`src/rtl/fifo_sched_pkg.sv`:
```
// rtl/fifo_sched_pkg.sv - shared state encoding and defaults for the round-robin FIFO scheduler
package fifo_sched_pkg;

  typedef enum logic [1:0] {
    IDLE  = 2'b00,
    RUN   = 2'b01,
    ERROR = 2'b10
  } state_t;

  localparam int NUM_CH_DEF = 4;
  localparam int DATA_W_DEF = 6;

endpackage

```
`src/rtl/fifo_rr_scheduler_rr_pick.sv`:
```
// rtl/fifo_rr_scheduler_rr_pick.sv - combinational round-robin picker
// Rotates requests so the pointer sits at bit 0, finds the lowest set bit, rotates the index back.
module rr_pick #(
  parameter int NUM_CH = 4,
  parameter int CH_W   = $clog2(NUM_CH)
) (
  input  logic [NUM_CH-1:0] req,
  input  logic [CH_W-1:0]   ptr,
  output logic [NUM_CH-1:0] grant,
  output logic [CH_W-1:0]   grant_idx,
  output logic              any_grant
);

  logic [NUM_CH-1:0] req_rot;
  logic [CH_W-1:0]   first_rot;

  always_comb begin
    req_rot   = NUM_CH'({req, req} >> ptr);
    first_rot = '0;
    for (int i = NUM_CH - 1; i >= 0; i--) begin
      if (req_rot[i]) first_rot = CH_W'(i);
    end
    any_grant = |req;
    // NUM_CH is a power of two, so the CH_W-bit add wraps modulo NUM_CH
    grant_idx = first_rot + ptr;
    grant     = '0;
    if (any_grant) grant[grant_idx] = 1'b1;
  end

endmodule

```
`src/rtl/fifo_rr_scheduler.sv`:
```
// rtl/fifo_rr_scheduler.sv - round-robin pop scheduler draining NUM_CH FIFOs into one stream
module fifo_rr_scheduler
  import fifo_sched_pkg::*;
#(
  parameter int NUM_CH = NUM_CH_DEF,
  parameter int DATA_W = DATA_W_DEF,
  parameter int CH_W   = $clog2(NUM_CH)
) (
  input  logic                     clk,
  input  logic                     reset_L,
  input  logic                     enable,
  input  logic [NUM_CH-1:0]        Fifo_Empty,
  input  logic [NUM_CH-1:0]        Fifo_Error,
  input  logic [NUM_CH*DATA_W-1:0] Fifo_Data_out,
  input  logic                     Pausa,
  output logic [NUM_CH-1:0]        pop,
  output logic [DATA_W-1:0]        data_out,
  output logic                     valid_out,
  output logic [CH_W-1:0]          ch_out,
  output logic                     error_out
);

  state_t              state_q, state_d;
  logic [CH_W-1:0]     rr_ptr_q, rr_ptr_d;
  logic                pend_q, pend_d;
  logic [CH_W-1:0]     ch_q, ch_d;
  logic                valid_q, valid_d;
  logic [DATA_W-1:0]   data_q, data_d;
  logic [CH_W-1:0]     ch_out_q, ch_out_d;
  logic                error_q, error_d;
  logic [NUM_CH-1:0]   grant;
  logic [CH_W-1:0]     grant_idx;
  logic                any_grant;
  logic                pop_fire;

  rr_pick #(.NUM_CH(NUM_CH), .CH_W(CH_W)) u_rr_pick (
    .req       (~Fifo_Empty),
    .ptr       (rr_ptr_q),
    .grant     (grant),
    .grant_idx (grant_idx),
    .any_grant (any_grant)
  );

  always_comb begin
    pop_fire = (state_q == RUN) && !Pausa && any_grant;
    pop      = pop_fire ? grant : '0;

    state_d = state_q;
    if (state_q != ERROR && |Fifo_Error) begin
      state_d = ERROR;
    end else if (state_q == IDLE && enable) begin
      state_d = RUN;
    end else if (state_q == RUN && !enable) begin
      state_d = IDLE;
    end
    error_d = (state_d == ERROR);

    rr_ptr_d = pop_fire ? grant_idx + CH_W'(1) : rr_ptr_q;
    pend_d   = pop_fire;
    ch_d     = pop_fire ? grant_idx : ch_q;

    // FIFO data appears the cycle after its pop, so stage 2 reads it under pend_q
    valid_d  = pend_q;
    data_d   = pend_q ? Fifo_Data_out[ch_q*DATA_W +: DATA_W] : data_q;
    ch_out_d = pend_q ? ch_q : ch_out_q;
  end

  always_ff @(posedge clk or negedge reset_L) begin
    if (!reset_L) begin
      state_q  <= IDLE;
      error_q  <= 1'b0;
      rr_ptr_q <= '0;
      pend_q   <= 1'b0;
      ch_q     <= '0;
      valid_q  <= 1'b0;
      data_q   <= '0;
      ch_out_q <= '0;
    end else begin
      state_q  <= state_d;
      error_q  <= error_d;
      rr_ptr_q <= rr_ptr_d;
      pend_q   <= pend_d;
      ch_q     <= ch_d;
      valid_q  <= valid_d;
      data_q   <= data_d;
      ch_out_q <= ch_out_d;
    end
  end

  assign data_out  = data_q;
  assign valid_out = valid_q;
  assign ch_out    = ch_out_q;
  assign error_out = error_q;

endmodule

```
`config.mk`:
```
export PLATFORM = sky130hd
export DESIGN_NAME = fifo_rr_scheduler
export DESIGN_NICKNAME = d
export VERILOG_FILES = /design/src/rtl/fifo_sched_pkg.sv /design/src/rtl/fifo_rr_scheduler_rr_pick.sv /design/src/rtl/fifo_rr_scheduler.sv
export SDC_FILE = /design/constraint.sdc
export NUM_CORES = 1
export LEC_CHECK = 0
export ABC_AREA = 0
export CAP_MARGIN = 40
export CORE_MARGIN = 2
export CORE_UTILIZATION = 40
export CTS_BUF_LIST = sky130_fd_sc_hd__clkbuf_16
export DETAILED_ROUTE_END_ITERATION = 12
export PLACE_DENSITY = 0.78
export SKIP_LAST_GASP = 1
export SLEW_MARGIN = 20
export SYNTH_ARGS = -nofsm -noshare
export SYNTH_HDL_FRONTEND = slang
export SYNTH_HIERARCHICAL = 1
export SYNTH_SLANG_ARGS = --single-unit
```
`constraint.sdc`:
```
create_clock -name clk -period 5.4 [get_ports clk]
set_clock_uncertainty 0.05 [all_clocks]
set_input_delay 1.35 -clock clk [delete_from_list [all_inputs] [get_ports clk]]
set_output_delay 1.35 -clock clk [all_outputs]
set_load 0.05 [all_outputs]
```
==> impl_metrics.yaml <==
# flow metrics
power_and_ir_drop:
  p_comb_frac: 0.162
  switching_share: 0.1938
  p_clk_w: 0.000141
  power.total_w: 0.0003203
  p_comb_w: 0.0000517
  clkPwrFrac: 0.440
layout:
  comb_area_um2: 648.1
  nNonClkInverters: 9
  nFillCells: 240
  final_cell_mix: "clkdlybuf4s50_1, mux2i_1, dfrtp_1, inv_1"
  final_core_util: 0.6311
  clkCellAreaFrac: 0.04490
  regArea_um2: 425.4
floorplan:
  core_um2: 2781
  nWellTaps: 31
  io_pins: 50
  initCoreUtil: 0.4269
global_route:
  grt_pass1_vias: 979
  grt_overflow: 0
  grt_max_degree: 18
  track_usage: 0.1604
placed_design:
  place_congestion: 0.7300
  pre_cts_slack_ns: 0.4941
routing:
  drc: 0
  first_pass_iters: 4
  routedLengthMet1_um: 1027
  highest-signal-layer: "met4"
clock_network:
  hold_buffers: 0
  clk_pin_slew_ns: 0.05
  cts_tree: "built"
  clkLatencyLatePin_ns: 0.24
sta:
  hold_viol_final: 0
  rsz0062_at_grt: "no"
min_path:
  min-delay-start: "state_q[0]"
synthesis:
  ys_warn_count: 6
critical_path:
  r2r_end: "rr_ptr_q[1]"
  worstPathRequired_ns: 4.00
  reg2regPathDepth: 9
status:
  outcome: "finished, final reports clean"
## state kept, by name, summed over array words and instances, names as in the netlist
signal	count
data_out	6
ch_out	2
ch_q	2
rr_ptr_q	2
state_q	2
error_out	1
pend_q	1
valid_out	1
## cell usage after synthesis
| master | instances |
|---|---|
| a21oi_1 | 2 |
| buf_4 | 2 |
| o21ai_0 | 3 |
| and2_2 | 4 |
| or2_2 | 1 |
| nor2b_1 | 1 |
| nand2b_1 | 7 |
| nor2_1 | 4 |
| nor4_1 | 3 |
| mux2_2 | 1 |
| dfrtp_1 | 17 |
| ha_1 | 1 |
| o211ai_1 | 1 |
| nor3_1 | 1 |
| or2b_2 | 1 |
| nor3b_1 | 2 |
| o221ai_1 | 6 |
| mux2i_1 | 19 |
| o211a_1 | 1 |
| xor2_1 | 2 |
| buf_8 | 1 |
| o311ai_4 | 1 |
| and3b_1 | 1 |
| o21ai_2 | 1 |
| or4_4 | 1 |
| mux2_4 | 3 |
| nand2_1 | 7 |
| xnor2_1 | 2 |
| and2b_2 | 1 |
| o21a_1 | 1 |
| inv_1 | 9 |
| and4bb_1 | 1 |
| buf_6 | 4 |
| buf_2 | 1 |
## logic make-up (layout without fill, tap and decap cells)
group | count (synthesis) | count (layout) | share of synthesized area
and+or+nand+nor | 35 | 35 | 0.1823
muxes | 23 | 23 | 0.2076
DFF | 17 | 17 | 0.3583
buffers and inverters | 17 | 62 | 0.09587
AOI/OAI and AO/OA | 16 | 16 | 0.1159
xor gates and xnor gates | 4 | 4 | 0.02951
adders and majority gates | 1 | 1 | 0.01054
## critical path, stage by stage
cell and delay, ns:
clkdlybuf4s50_1 0.46, inv_1 0.12, o21a_1 0.21, a21oi_1 0.14, o211ai_1 0.10, ha_1 0.38, nor2b_1 0.19, nand2_1 0.09
mux2i_1 0.14, and2_2 0.19, buf_12 0.14
Figure 1. The metal 1 layer.
Bar = 20 um.
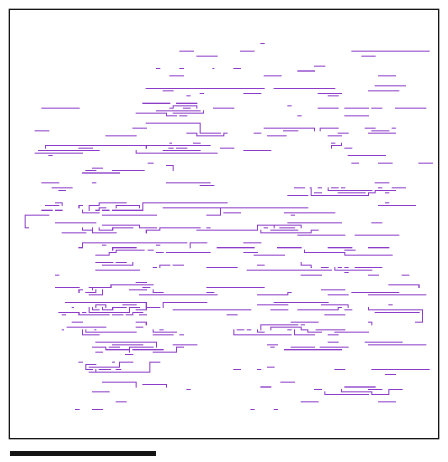
longest straight run: 22.5 um
share of all routed wire: 39%
nets with wire on the layer: 159

Figure 2. Local utilization.
12 x 12 tiles, from white (low) to dark blue (high), 0 to 100% covered.
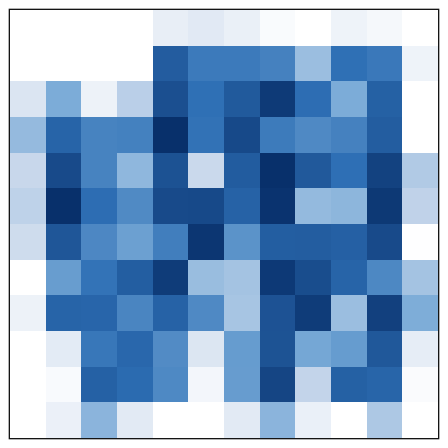
nearly empty tiles: 15%
tiles over 75% full: 33%
fullest tile: 100%
emptiest ninth of the die: north-west
mean over tiles: 50%
densest ninth of the die: center

Figure 3. M3 wires.
Bar = 20 um.
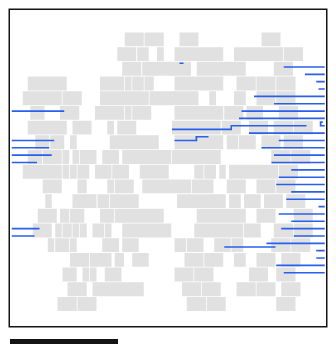
nets with wire on the layer: 38
wire length on this layer: 296 um
longest straight run: 15.5 um
share of all routed wire: 11%

Figure 4. Track usage over the die.
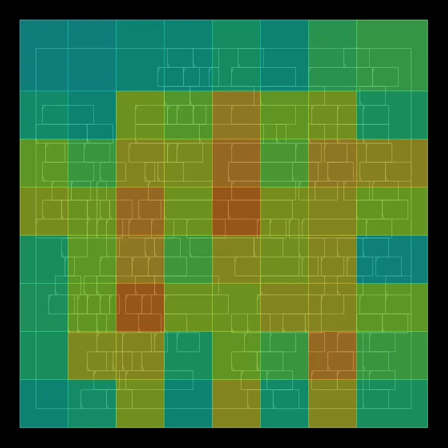
routed len/inst: 13.89 um
Top Usage Layer GRT: met2
GR met2 Demand/Resource: 0.2905

Figure 5. Met2 routing.
Bar = 20 um.
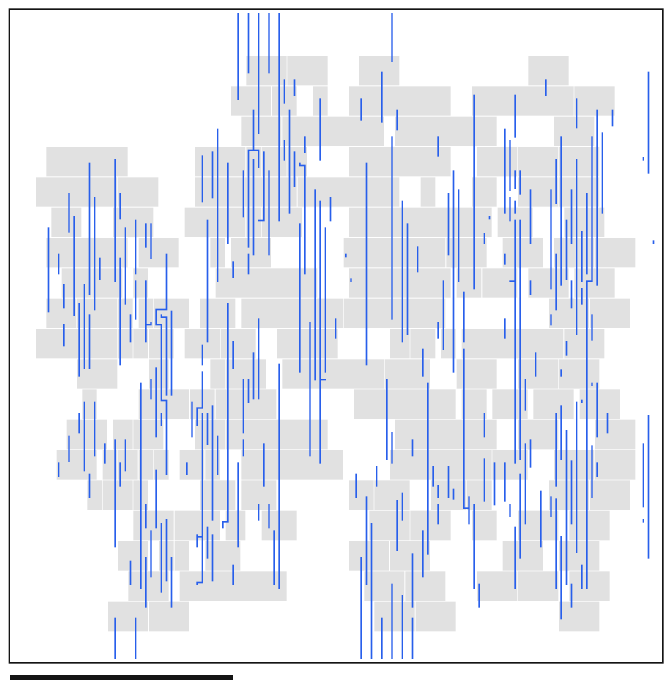
main direction: vertical
wire length on this layer: 1280 um
share of all routed wire: 49%
vias: 992
DRT Wirelength: 2626 um

